[config.mk]
export PLATFORM = sky130hd
export DESIGN_NAME = branch_predictor
export DESIGN_NICKNAME = d
export VERILOG_FILES = /design/src/rtl/branch_predictor.sv
export SDC_FILE = /design/constraint.sdc
export NUM_CORES = 2
export LEC_CHECK = 0
export CAP_MARGIN = 20
export CORE_MARGIN = 1
export CORE_UTILIZATION = 56
export DETAILED_ROUTE_END_ITERATION = 10
export PLACE_DENSITY = 0.75
export SLEW_MARGIN = 20
export SYNTH_ARGS = -nofsm -noshare
export SYNTH_HDL_FRONTEND = slang
export SYNTH_SLANG_ARGS = --single-unit
[constraint.sdc]
create_clock -name clk_i -period 4.4 [get_ports clk_i]
set_clock_uncertainty 0.05 [all_clocks]
set_input_delay 0.44 -clock clk_i [delete_from_list [all_inputs] [get_ports clk_i]]
set_output_delay 0.44 -clock clk_i [all_outputs]
set_load 0.03 [all_outputs]
[src/rtl/branch_predictor.sv]
// Branch target buffer with per-entry saturating direction counters.
// Combinational next-PC lookup for IF; registered training from resolved branches in ID.
module branch_predictor #(
  parameter int ADDR_W  = 32,
  parameter int ENTRIES = 16,
  parameter int CNT_W   = 2,
  parameter int STAT_W  = 16
) (
  input  logic              clk_i,
  input  logic              reset_i,
  input  logic [ADDR_W-1:0] lookup_pc_i,
  output logic              pred_hit_o,
  output logic              pred_taken_o,
  output logic [ADDR_W-1:0] pred_next_pc_o,
  input  logic              update_valid_i,
  input  logic [ADDR_W-1:0] update_pc_i,
  input  logic              update_taken_i,
  input  logic [ADDR_W-1:0] update_target_i,
  input  logic              update_pred_taken_i,
  output logic [STAT_W-1:0] branch_cnt_o,
  output logic [STAT_W-1:0] mispredict_cnt_o
);

  localparam int IDX_W = $clog2(ENTRIES);
  localparam int TAG_W = ADDR_W - IDX_W - 2;
  localparam logic [CNT_W-1:0]  CNT_MAX  = '1;
  localparam logic [CNT_W-1:0]  CNT_WEAK = CNT_W'(1) << (CNT_W - 1);
  localparam logic [STAT_W-1:0] STAT_MAX = '1;

  logic              valid_q  [ENTRIES];
  logic              valid_d  [ENTRIES];
  logic [TAG_W-1:0]  tag_q    [ENTRIES];
  logic [TAG_W-1:0]  tag_d    [ENTRIES];
  logic [ADDR_W-1:0] target_q [ENTRIES];
  logic [ADDR_W-1:0] target_d [ENTRIES];
  logic [CNT_W-1:0]  cnt_q    [ENTRIES];
  logic [CNT_W-1:0]  cnt_d    [ENTRIES];

  logic [STAT_W-1:0] branch_cnt_q, branch_cnt_d;
  logic [STAT_W-1:0] mispredict_cnt_q, mispredict_cnt_d;

  logic [IDX_W-1:0] lk_idx, upd_idx;
  logic [TAG_W-1:0] lk_tag, upd_tag;
  logic             upd_hit;
  logic             unused_pc_bits;

  assign lk_idx  = lookup_pc_i[IDX_W+1:2];
  assign lk_tag  = lookup_pc_i[ADDR_W-1:IDX_W+2];
  assign upd_idx = update_pc_i[IDX_W+1:2];
  assign upd_tag = update_pc_i[ADDR_W-1:IDX_W+2];

  // Instruction addresses are word aligned; the byte offset carries no information.
  assign unused_pc_bits = ^update_pc_i[1:0];

  // Lookup sees the registered table only, so a same-cycle update is not bypassed.
  always_comb begin
    pred_hit_o     = valid_q[lk_idx] && (tag_q[lk_idx] == lk_tag);
    pred_taken_o   = pred_hit_o && cnt_q[lk_idx][CNT_W-1];
    pred_next_pc_o = pred_taken_o ? target_q[lk_idx] : lookup_pc_i + ADDR_W'(4);
  end

  assign upd_hit = valid_q[upd_idx] && (tag_q[upd_idx] == upd_tag);

  always_comb begin
    valid_d  = valid_q;
    tag_d    = tag_q;
    target_d = target_q;
    cnt_d    = cnt_q;
    if (update_valid_i) begin
      if (upd_hit) begin
        if (update_taken_i) begin
          if (cnt_q[upd_idx] != CNT_MAX) begin
            cnt_d[upd_idx] = cnt_q[upd_idx] + CNT_W'(1);
          end
          target_d[upd_idx] = update_target_i;
        end else if (cnt_q[upd_idx] != '0) begin
          cnt_d[upd_idx] = cnt_q[upd_idx] - CNT_W'(1);
        end
      end else if (update_taken_i) begin
        // Taken miss allocates or evicts the aliasing entry, starting weakly taken.
        valid_d[upd_idx]  = 1'b1;
        tag_d[upd_idx]    = upd_tag;
        target_d[upd_idx] = update_target_i;
        cnt_d[upd_idx]    = CNT_WEAK;
      end
    end
  end

  always_comb begin
    branch_cnt_d     = branch_cnt_q;
    mispredict_cnt_d = mispredict_cnt_q;
    if (update_valid_i) begin
      if (branch_cnt_q != STAT_MAX) begin
        branch_cnt_d = branch_cnt_q + STAT_W'(1);
      end
      if ((update_taken_i != update_pred_taken_i) && (mispredict_cnt_q != STAT_MAX)) begin
        mispredict_cnt_d = mispredict_cnt_q + STAT_W'(1);
      end
    end
  end

  always_ff @(posedge clk_i) begin
    if (reset_i) begin
      for (int i = 0; i < ENTRIES; i++) begin
        valid_q[i]  <= 1'b0;
        tag_q[i]    <= '0;
        target_q[i] <= '0;
        cnt_q[i]    <= '0;
      end
      branch_cnt_q     <= '0;
      mispredict_cnt_q <= '0;
    end else begin
      for (int i = 0; i < ENTRIES; i++) begin
        valid_q[i]  <= valid_d[i];
        tag_q[i]    <= tag_d[i];
        target_q[i] <= target_d[i];
        cnt_q[i]    <= cnt_d[i];
      end
      branch_cnt_q     <= branch_cnt_d;
      mispredict_cnt_q <= mispredict_cnt_d;
    end
  end

  assign branch_cnt_o     = branch_cnt_q;
  assign mispredict_cnt_o = mispredict_cnt_q;

endmodule

**Clock routing**

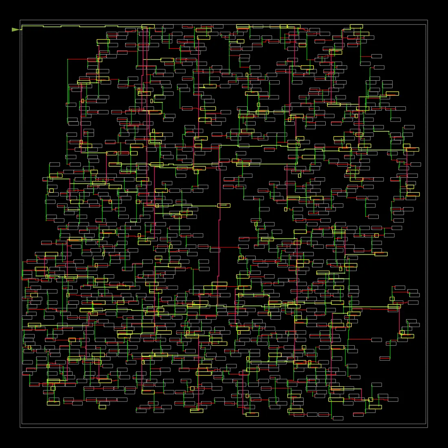
Clock Sinks: 1008
CLK BUF: 136
cts bufs inserted: 104
clock group power: 9.47 mW

**Placed cells, one colour a class**

(1 px per um)
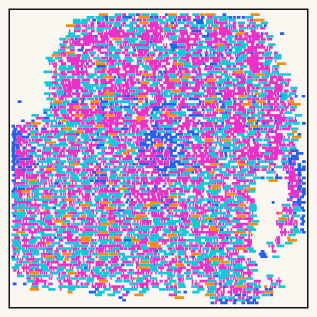
legend:
  clock drivers and dummy loads:
    colour: orange
    cells: 192
    share_of_their_area: 6.7%
  registers:
    colour: cyan
    cells: 1008
    share_of_their_area: 37%
  remaining logic cells:
    colour: magenta
    cells: 3546
    share_of_their_area: 48%
  remaining buffers and delay cells:
    colour: blue
    cells: 438
    share_of_their_area: 8.4%
fraction of area in registers: 35.58%
Final Instance Area: 56750 um^2
final core occ: 66.23%

**Pin placement**

(1 px per um) Pins as bars across the die edge, other pins in grey.
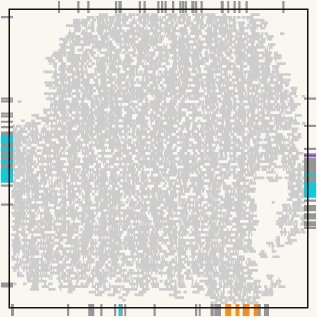
legend:
  pred_taken_o:
    colour: purple
    pins: 1
    direction: output
    edge: right
  branch_cnt_o:
    colour: orange
    pins: 16
    direction: output
    edge: bottom
  pred_next_pc_o:
    colour: cyan
    pins: 32
    direction: output
    edge: 20 left, 11 right, 1 bottom
all pins by edge: 49 left, 47 right, 45 bottom, 26 top
Die Wd: 297.1 um
Die H: 297.1 um

**Placement density heat map**

(1 px per um) The die is cut into 30 by 30 equal tiles; black is low, pale yellow is high, 0 to 100% covered.
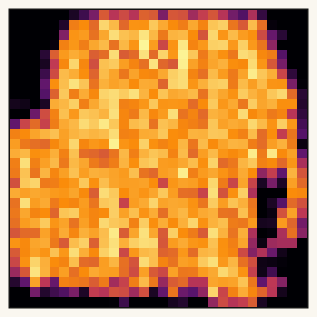
tiles over 75% full: 48%
fullest tile: 98%
nearly empty tiles: 11%
mean over tiles: 63%
emptiest ninth of the die: top left
core box area: 85680 um^2
Initial Utilization: 56.90%

==> out/results.tsv <==
stage	metric	value	unit
drt	viasPerCell	6.337	
clock_network	ctsResizeCount	94	
synth	yosys_warnings	0	
flow_run	drv_cap	0	
drt	routed_wl	157800	um
synth	yosysTopAreaCell	dfxtp_1	
synth	ys_cells	5067	
synth	syn_avg_cell_area	9.621	um^2
power_and_ir_drop	p_sw	4.956	mW
layout	buf_share	8.143	%
drt	top_layer	met5	
hold_path	holdPathEnd	mispredict_cnt_o[5]	
synth	compound_area_share	7.456	%
layout	drive_above_1_share	19.35	%
global_routing	busiest_layer	met2	
layout	ff_count	1008	
global_routing	antenna_found_initial	9	
layout	nNonClkBuffers	438	
power_and_ir_drop	seq-power	9.24	mW
sta	layout_setup_ws	-0.1138	ns
drt	route.met3.wl	18800	um
sta	rsz0062_at_grt	yes	
place	dp_hpwl	94480	um
drt	routed-via-count	40150	
clock_network	holdBufCountCts	0	
global_routing	grtUsageTotal	35.01	%
die	io_pins	167	
sta	slew_headroom	27.33	%
hold_path	hold_class	input port to flop	
power_and_ir_drop	p_leak	19.28	nW
layout	syn_to_final_growth	16.40	%
status	status	complete, but fails checks	
clock_network	cts_tree	done	
drt	drtIter0Drc	5144	
place	dp.cells	6124	
global_routing	grt_max_degree	147	
synth	most_common_cell	nand2_1	
clock_network	clk_path_buf_depth	3	
synth	syn_area	48750	um^2
synth	synthXorXnorAreaFrac	1.922	%
place	io_buffers	164	
global_routing	grt_pass1_wl	238600	um
hold_path	hold_path_depth	2	
layout	final-clk-cell-share	6.516	%
synth	top_cell_area_share	41.39	%
synth	synth_cells	5067	
power_and_ir_drop	peakVddDrop	0.3017	mV
critical_path	crit_required	3.91	ns
critical_path	r2r-start	tag_q[35]	
status	violations	negative setup slack	
sta	setup_viol	32	
layout	comb.multi_input.count	3536	
synth	synthMuxAreaShare	29.59	%
die	tapcell.inserted	1144	
power_and_ir_drop	finalPower	20.36	mW
power_and_ir_drop	pwr-share-seq	45.4	%
critical_path	crit_cells	12	
sta	finalHoldViolations	0	
Power is estimated from default activity; no workload was simulated.
